==> config.mk <==
export PLATFORM = sky130hd
export DESIGN_NAME = snake_game_ctrl_flat
export DESIGN_NICKNAME = d
export VERILOG_FILES = /design/src/rtl/snake_pkg.sv /design/src/rtl/snake_game_ctrl_if.sv /design/src/rtl/snake_lfsr.sv /design/src/rtl/snake_game_ctrl.sv /design/src/flat_wrapper.sv
export SDC_FILE = /design/constraint.sdc
export NUM_CORES = 1
export LEC_CHECK = 0
export CAP_MARGIN = 40
export CORE_MARGIN = 2
export CORE_UTILIZATION = 52
export DETAILED_ROUTE_END_ITERATION = 7
export GPL_TIMING_DRIVEN = 0
export PLACE_DENSITY = 0.76
export SLEW_MARGIN = 20
export SYNTH_ARGS = -nofsm -noshare
export SYNTH_HDL_FRONTEND = slang
export SYNTH_SLANG_ARGS = --single-unit
==> constraint.sdc <==
create_clock -name clk -period 3.4 [get_ports clk]
set_input_delay 0.51 -clock clk [delete_from_list [all_inputs] [get_ports clk]]
set_output_delay 0.51 -clock clk [all_outputs]
set_load 0.01 [all_outputs]
Figure 1. Power grid (run 1).
Scale bar: 20 um. Pins as bars on the die edge.
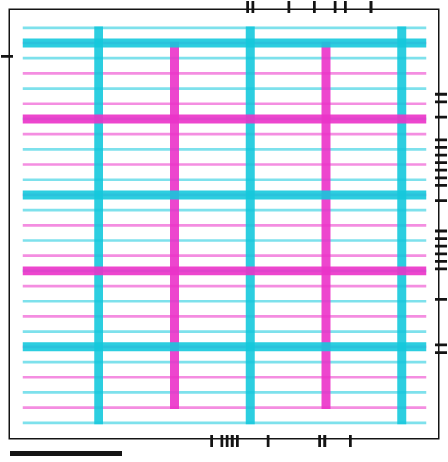
VDD: in magenta. VSS: in cyan.
27 met1 rails follow the rows. The core has 26 rows. 37 signal pins sit on the boundary.
Die Wd: 76.6 um
maximum VDD drop: 0.000337 V

Figure 2. Placed cells, one color a class (run 1).
Scale bar: 20 um.
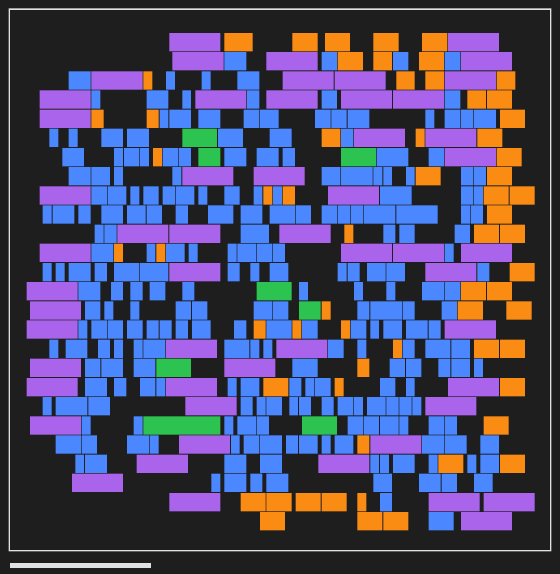
clock drivers and dummy loads: in green, cells 8, share of their area 3.6%. flops: in purple, cells 54, share of their area 33%. other buffers and delay cells: in orange, cells 62, share of their area 15%. all other logic: in blue, cells 246, share of their area 48%.
register share of the cell area: 32.5%
Placeable Area: 0.00511 sq mm

Figure 3. Clock distribution (run 1).
Scale bar: 20 um.
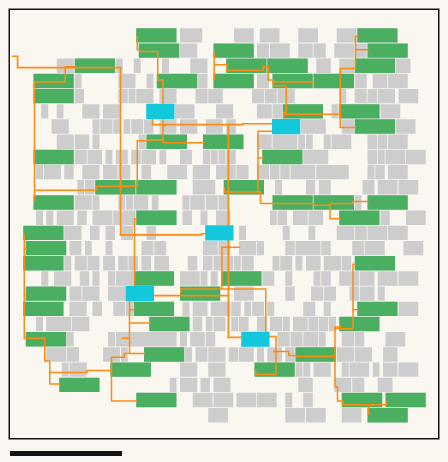
clock wires: in orange, length 576 um. flip-flops: in green, count 54. cells driving clock nets: in cyan, count 5.
Position of the flops: all over the die. There are 6 routed clock nets.
Clock Power Share: 28.3%
clk_lat worst skew: 310 ps
P_clk: 438 uW

==> summary.txt, run 1 <==
Post-Place Worst Slack -> 452 ps
Non-clk invs -> 9
CP Buf/Inv Count -> 3
Initial Util -> 53.7%
Final WS setup -> 533 ps
Yosys top cell by instances -> dfxtp_1
setup bufs post-CTS -> 0
Top Layer Used -> met4
number of non-clock buffers -> 62
IO Count -> 37
netlist area before placement -> 0.00274 sq mm
slowest CP cell -> or4_4
Compound-Gate Fraction of Synth Area -> 14.6%
cts bufs inserted -> 5
Largest register FFs -> 24
flip-flops -> 54
total gr overflow -> 0
Synth Net Count -> 337
critical path depth -> 8
crit-path cells -> clkbuf_2 -> or4_1 -> or4_4 -> or4_1 -> buf_2 -> buf_2 -> o311ai_1 -> o41ai_1
final tally of setup violations -> 0
FP Rows -> 26
#FFs+latches synth -> 54
TAP cells -> 70
layout cells sized above 1 -> 8.92%
OpenROAD warnings -> 29
combinational gate power -> 432 uW
GR Util met3 -> 4.50%
CP max FO -> 10
largest net degree at the start of global routing -> 19
Largest stage delay, worst path -> 540 ps
routability congestion estimate -> 0.886
final cell count without fillers -> 440
PwrDens -> 467 mW/mm^2
Post-DP Area -> 0.00320 sq mm
total track usage -> 22.0%
Final Hold Vio Count -> 0
Post-synth ARST share -> 0%
setup tns final -> 0 ps
Syn Inst Count -> 323
Synth Area per Inst -> 8.49 sq um
RSZ-0062 raised after global routing -> false
cell count listed in synth_stat.txt -> 323
n_diodes -> 0
Psw -> 512 uW
Lkg Pwr -> 1.14 nW
GR Util met1 -> 28.7%
Data buffer area share -> 14.9%
XOR Share, Synth -> 5.43%
vias in the first global route -> 2344
htree depth -> 2
Yosys Chip Area -> 0.00274 sq mm
clock tree buffer depth -> 2
Worst Hold Depth -> 1
number of logic gates -> 237
Detailed Place HPWL -> 4620 um
Placed Cells -> 431
Multiplexer share -> 0.730%
worst reg-to-reg path cell count -> 8
Clock Pin Slew Worst Setup and Hold Paths -> 100 ps
clock buffers -> 5
Sw Share -> 33.0%
DRT antenna net count -> 0
I/O Buffers -> 36
Logic cell area -> 0.00151 sq mm
hold bufs inserted after CTS -> 0
final max-slew violation count -> 0
clk cell area share -> 3.50%
fraction of area in multi-input gates -> 45.4%
initial antenna violation count -> 0
top cells by instance count after synthesis -> dfxtp_1, nor2_1, nand2_1, nand3_1
Dominant combinational family -> simple AND/OR/NAND/NOR gates
internal power -> 1.04 mW
Total Nets Final -> 383
Tmin final -> 2870 ps
Pre-antenna DRT Iters -> 4
sequential cell area -> 0.00108 sq mm
Hold WC Path Type -> flip-flop to flip-flop
status -> complete, no violations
flip-flops with a built-in enable -> 0
sequential element share of the synthesized area -> 39.4%
clock skew -> 8.62 ps
cell family with the largest share of critical-path delay -> simple AND/OR/NAND/NOR gates
top cell type's share of synthesized area -> 39.4%
WL final -> 6340 um
met2 global-route usage -> 36.7%
Core Util, Final -> 65.0%
most common logic cells in the final layout -> dfxtp_1, clkdlybuf4s50_1, nor2_1
WL per Instance -> 14.4 um
Figure 4. Congestion heat map (run 1).
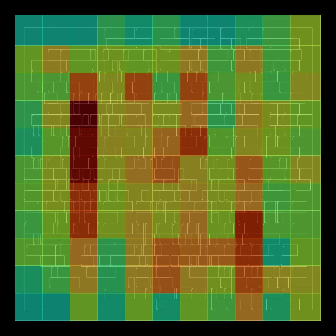

==> run 2: changes to the inputs <==
clock period = 2.93 ns   (was 3.4 ns; I/O delays follow)
Figure 5. Congestion heat map (run 2).
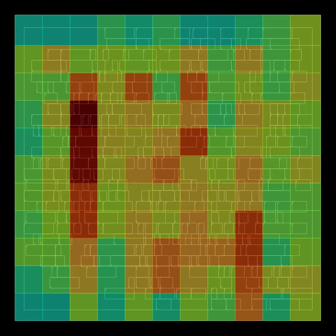
gr busiest metal: met2
total track usage: 22.0%

Figure 6. Clock distribution (run 2).
Scale bar: 20 um.
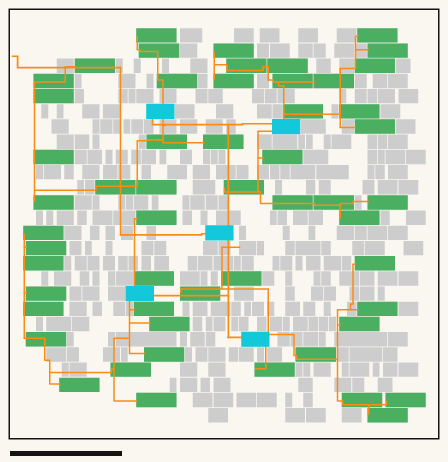
flip-flops: in green, count 54. clock wires: in orange, length 572 um. cells driving clock nets: in cyan, count 5.
There are 6 routed clock nets. Position of the flops: all over the die.
Clock Power Share: 28.1%
clock skew: 8.48 ps
P_clk: 509 uW

==> summary.txt, run 2 <==
crit-path cells -> clkbuf_2 -> or4_1 -> or4_4 -> or4_1 -> clkbuf_4 -> buf_4 -> o311ai_4 -> o41ai_2 (was clkbuf_2 -> or4_1 -> or4_4 -> or4_1 -> buf_2 -> buf_2 -> o311ai_1 -> o41ai_1)
final max-slew violation count -> 0 (unchanged)
Post-synth ARST share -> 0% (unchanged)
largest net degree at the start of global routing -> 19 (unchanged)
#FFs+latches synth -> 54 (unchanged)
Clock Pin Slew Worst Setup and Hold Paths -> 100 ps (about the same)
Non-clk invs -> 9 (unchanged)
worst reg-to-reg path cell count -> 8 (unchanged)
sequential cell area -> 0.00108 sq mm (unchanged)
Worst Hold Depth -> 1 (unchanged)
Total Nets Final -> 382 (was 383)
routability congestion estimate -> 0.886 (unchanged)
fraction of area in multi-input gates -> 45.9% (was 45.4%)
Synth Area per Inst -> 8.49 sq um (unchanged)
flip-flops -> 54 (unchanged)
internal power -> 1.20 mW (was 1.04 mW)
Sw Share -> 33.4% (was 33.0%)
Largest register FFs -> 24 (unchanged)
flip-flops with a built-in enable -> 0 (unchanged)
netlist area before placement -> 0.00274 sq mm (unchanged)
Syn Inst Count -> 323 (unchanged)
top cells by instance count after synthesis -> dfxtp_1, nor2_1, nand2_1, nand3_1 (unchanged)
setup bufs post-CTS -> 0 (unchanged)
clock tree buffer depth -> 2 (unchanged)
clk cell area share -> 3.47% (was 3.50%)
Die Wd -> 76.6 um (unchanged)
Synth Net Count -> 337 (unchanged)
cts bufs inserted -> 5 (unchanged)
status -> complete, no violations (unchanged)
clk_lat worst skew -> 310 ps (about the same)
vias in the first global route -> 2344 (unchanged)
XOR Share, Synth -> 5.43% (unchanged)
Lkg Pwr -> 1.15 nW (was 1.14 nW)
CP Buf/Inv Count -> 3 (unchanged)
Data buffer area share -> 14.8% (was 14.9%)
number of logic gates -> 237 (unchanged)
Dominant combinational family -> simple AND/OR/NAND/NOR gates (unchanged)
slowest CP cell -> or4_4 (unchanged)
Pre-antenna DRT Iters -> 5 (was 4)
CP max FO -> 10 (unchanged)
Placed Cells -> 431 (unchanged)
layout cells sized above 1 -> 9.49% (was 8.92%)
maximum VDD drop -> 0.000391 V (was 0.000337 V)
cell family with the largest share of critical-path delay -> simple AND/OR/NAND/NOR gates (unchanged)
I/O Buffers -> 36 (unchanged)
Multiplexer share -> 0.730% (unchanged)
Top Layer Used -> met4 (unchanged)
GR Util met1 -> 28.7% (unchanged)
clock buffers -> 5 (unchanged)
Initial Util -> 53.7% (unchanged)
Compound-Gate Fraction of Synth Area -> 14.6% (unchanged)
Largest stage delay, worst path -> 540 ps (about the same)
TAP cells -> 70 (unchanged)
Hold WC Path Type -> flip-flop to flip-flop (unchanged)
Post-Place Worst Slack -> -18.3 ps (was 452 ps)
sequential element share of the synthesized area -> 39.4% (unchanged)
final tally of setup violations -> 0 (unchanged)
GR Util met3 -> 4.50% (unchanged)
met2 global-route usage -> 36.7% (unchanged)
htree depth -> 2 (unchanged)
hold bufs inserted after CTS -> 0 (unchanged)
IO Count -> 37 (unchanged)
Post-DP Area -> 0.00320 sq mm (unchanged)
Logic cell area -> 0.00154 sq mm (was 0.00151 sq mm)
DRT antenna net count -> 0 (unchanged)
critical path depth -> 8 (unchanged)
Final WS setup -> 84.8 ps (was 533 ps)
Detailed Place HPWL -> 4620 um (unchanged)
Placeable Area -> 0.00511 sq mm (unchanged)
number of non-clock buffers -> 61 (was 62)
register share of the cell area -> 32.3% (was 32.5%)
total gr overflow -> 0 (unchanged)
Power figures rest on the tool's default switching activity, not on a simulated workload.
